**src/rtl/pc_sequencer_pkg.sv**
```systemverilog
// Shared encodings for the fetch-stage program-counter unit: branch signals,
// condition codes, flag bit positions and the run/halt state type.
package pc_defs;

   localparam logic [1:0] BSIG_SEQ = 2'b00;
   localparam logic [1:0] BSIG_B   = 2'b01;
   localparam logic [1:0] BSIG_BR  = 2'b10;
   localparam logic [1:0] BSIG_HLT = 2'b11;

   localparam logic [2:0] COND_NE = 3'b000;
   localparam logic [2:0] COND_EQ = 3'b001;
   localparam logic [2:0] COND_GT = 3'b010;
   localparam logic [2:0] COND_LT = 3'b011;
   localparam logic [2:0] COND_GE = 3'b100;
   localparam logic [2:0] COND_LE = 3'b101;
   localparam logic [2:0] COND_VS = 3'b110;
   localparam logic [2:0] COND_AL = 3'b111;

   localparam int unsigned FLAG_N = 2;
   localparam int unsigned FLAG_V = 1;
   localparam int unsigned FLAG_Z = 0;

   typedef enum logic {
      ST_RUN  = 1'b0,
      ST_HALT = 1'b1
   } state_e;

endpackage

```
**src/rtl/pc_sequencer_branch_cond.sv**
```systemverilog
// Combinational condition evaluator: condition code plus {N,V,Z} flags to a
// taken decision. Kept standalone so decode/hazard logic can reuse it.
module branch_cond
   import pc_defs::*;
(
   input  logic [2:0] cond,
   input  logic [2:0] flags,
   output logic       taken
);

   logic n_s;
   logic v_s;
   logic z_s;

   assign n_s = flags[FLAG_N];
   assign v_s = flags[FLAG_V];
   assign z_s = flags[FLAG_Z];

   always_comb begin
      taken = 1'b0;
      case (cond)
         COND_NE: taken = ~z_s;
         COND_EQ: taken = z_s;
         COND_GT: taken = ~z_s & ~n_s;
         COND_LT: taken = n_s;
         COND_GE: taken = z_s | (~z_s & ~n_s);
         COND_LE: taken = n_s | z_s;
         COND_VS: taken = v_s;
         COND_AL: taken = 1'b1;
         default: taken = 1'b0;
      endcase
   end

endmodule

```
**src/rtl/pc_sequencer.sv**
```systemverilog
// Fetch-stage program counter: next-PC selection, flag-wait handling,
// RUN/HALT state, one-cycle redirect flush and a saturating taken-branch counter.
module pc_sequencer
   import pc_defs::*;
#(
   parameter int unsigned PC_W     = 16,
   parameter int unsigned IMM_W    = 10,
   parameter int unsigned BR_SHIFT = 0,
   parameter logic [PC_W-1:0] RESET_PC = '0,
   parameter int unsigned CNT_W    = 16
) (
   input  logic             clk,
   input  logic             rst,
   input  logic             stall,
   input  logic             instr_valid,
   input  logic [1:0]       bsig,
   input  logic [2:0]       cond,
   input  logic [2:0]       flags,
   input  logic             flags_valid,
   input  logic [IMM_W-1:0] imm,
   input  logic [PC_W-1:0]  regsrc,
   output logic [PC_W-1:0]  pc,
   output logic [PC_W-1:0]  pc_next,
   output logic             flush,
   output logic             halted,
   output logic             branch_wait,
   output logic [CNT_W-1:0] taken_cnt
);

   state_e           state_q, state_d;
   logic [PC_W-1:0]  pc_q, pc_d;
   logic             flush_q, flush_d;
   logic [CNT_W-1:0] cnt_q, cnt_d;

   logic             taken_s;
   logic             active_s;
   logic             is_branch_s;
   logic             wait_s;
   logic             advance_s;
   logic             redirect_s;
   logic [PC_W-1:0]  seq_s;
   logic [PC_W-1:0]  offset_s;
   logic [PC_W-1:0]  reg_tgt_s;

   branch_cond u_branch_cond (
      .cond  (cond),
      .flags (flags),
      .taken (taken_s)
   );

   assign seq_s       = pc_q + PC_W'(2);
   assign offset_s    = {{(PC_W-IMM_W){imm[IMM_W-1]}}, imm} << BR_SHIFT;
   // Register targets are halfword aligned; the low bit of regsrc is discarded.
   assign reg_tgt_s   = regsrc & ~PC_W'(1);
   assign active_s    = (state_q == ST_RUN) & instr_valid & ~stall;
   assign is_branch_s = (bsig == BSIG_B) | (bsig == BSIG_BR);
   assign wait_s      = active_s & is_branch_s & (cond != COND_AL) & ~flags_valid;
   assign advance_s   = active_s & ~wait_s;
   assign redirect_s  = advance_s & is_branch_s & taken_s;

   always_comb begin
      pc_d    = pc_q;
      state_d = state_q;
      flush_d = 1'b0;
      cnt_d   = cnt_q;
      if (advance_s) begin
         case (bsig)
            BSIG_SEQ: pc_d = seq_s;
            BSIG_B:   pc_d = taken_s ? (seq_s + offset_s) : seq_s;
            BSIG_BR:  pc_d = taken_s ? reg_tgt_s : seq_s;
            BSIG_HLT: state_d = ST_HALT;
            default:  pc_d = pc_q;
         endcase
      end else begin
         pc_d = pc_q;
      end
      if (redirect_s) begin
         flush_d = 1'b1;
         if (cnt_q != {CNT_W{1'b1}}) begin
            cnt_d = cnt_q + CNT_W'(1);
         end else begin
            cnt_d = cnt_q;
         end
      end else begin
         flush_d = 1'b0;
      end
   end

   always_ff @(posedge clk) begin
      if (rst) begin
         pc_q    <= RESET_PC;
         state_q <= ST_RUN;
         flush_q <= 1'b0;
         cnt_q   <= '0;
      end else begin
         pc_q    <= pc_d;
         state_q <= state_d;
         flush_q <= flush_d;
         cnt_q   <= cnt_d;
      end
   end

   assign pc          = pc_q;
   assign pc_next     = pc_d;
   assign flush       = flush_q;
   assign halted      = (state_q == ST_HALT);
   assign branch_wait = wait_s;
   assign taken_cnt   = cnt_q;

endmodule
```
**config.mk**
```make
export PLATFORM = sky130hd
export DESIGN_NAME = pc_sequencer
export DESIGN_NICKNAME = d
export VERILOG_FILES = /design/src/rtl/pc_sequencer_pkg.sv /design/src/rtl/pc_sequencer_branch_cond.sv /design/src/rtl/pc_sequencer.sv
export SDC_FILE = /design/constraint.sdc
export NUM_CORES = 1
export LEC_CHECK = 0
export ABC_AREA = 1
export CORE_AREA = 5 5 124 67
export DETAILED_ROUTE_END_ITERATION = 6
export DIE_AREA = 0 0 129 72
export GPL_ROUTABILITY_DRIVEN = 0
export PLACE_DENSITY = 0.82
export REMOVE_ABC_BUFFERS = 1
export SLEW_MARGIN = 40
export SYNTH_ARGS = -nofsm -noshare
export SYNTH_HDL_FRONTEND = slang
export SYNTH_SLANG_ARGS = --single-unit
export TNS_END_PERCENT = 100
```
**constraint.sdc**
```tcl
create_clock -name clk -period 3.1 [get_ports clk]
set_input_delay 0.31 -clock clk [delete_from_list [all_inputs] [get_ports clk]]
set_output_delay 0.31 -clock clk [all_outputs]
set_load 0.005 [all_outputs]
```
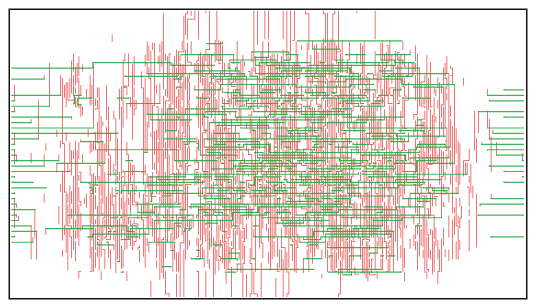
(images/layers.png)
Drawn at 4 px/um. Two of the layers only.
colour	layer	wire length
red	M2	7420 um
green	M3	2960 um

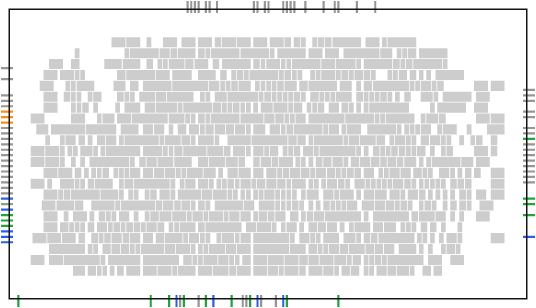
(images/pinout.png)
Drawn at 4 px/um. Pins as bars across the die edge, other pins in grey.
colour	port	pins	direction	edge
orange	flags	3	input	west
green	regsrc	16	input	9 south, 4 east, 3 west
blue	imm	10	input	5 west, 4 south, 1 east
all pins by edge	30 west, 21 north, 20 east, 19 south

==> out/metrics.yaml <==
avgRoutedWirePerCell_um: 20.7
wl_met3_um: 2960
hold_depth: 2
fin_ws_ps: -573
total_power_uw: 1850
synthCells: 619
cts_buffer_depth: 2
p_switching_uw: 679
largest_area_cell: "nand2_1"
cts-root-buf: "clkbuf_16"
sh_seq_area_pct: 12.0
ant_nets: 0
synth_cell_types: 37
p_int_uw: 1170
violations: "setup timing"
edf_count: 0
final_area_sq_um: 5810
grt_pass1_wl_um: 22100
synth_area_per_cell_sq_um: 5.73
layout-drive-gt1-share_pct: 30.2
htreeDepth: 2
holdCritPathClass: "register to register"
ys_sh_mux_pct: 0
top_layer_used: "met4"
max_freq_mhz: 272
placed_area_sq_um: 4870
outcome: "finished, violations left"
clkPwrFrac_pct: 31.2
final_cell_mix: "nand2_1 (167), buf_4 (80), inv_1 (75), clkdlybuf4s50_1 (75), nor2_1 (61)"
clk-insertion-delay-late_ps: 290
cpMostUsedCell: "nand2_1"
die-height_um: 72
topCombFamilyByArea: "simple AND/OR/NAND/NOR gates"
use_met1_pct: 38.7
clkCellAreaFrac_pct: 2.86
synth-main-ff-cell: "dfxtp_1"
r2r-end: "pc[10]"
startpoint_type: "register"
finalSetupViolations: 9
crit_buf_inv: 6
cts_resized: 84
cts_hold_buffers: 0
row_count: 22
area_leaders: "nand2_1 (22%), dfxtp_1 (19%), inv_1 (9.3%)"
ys_seq_share_pct: 19.2
finalNetCount: 850
die_area_sq_um: 9290
drc: 0
hold_start: "halted"
flops: 34
diodes: 1
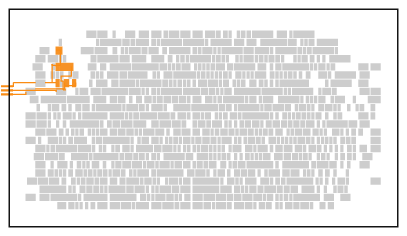
(images/port_trees.png)
Drawn at 3 px/um.
colour	port	direction	edge	end cells	buffers	wire
orange	flags	input	west	6	3	79.4 um
Port Buffers: 88
Ports: 90

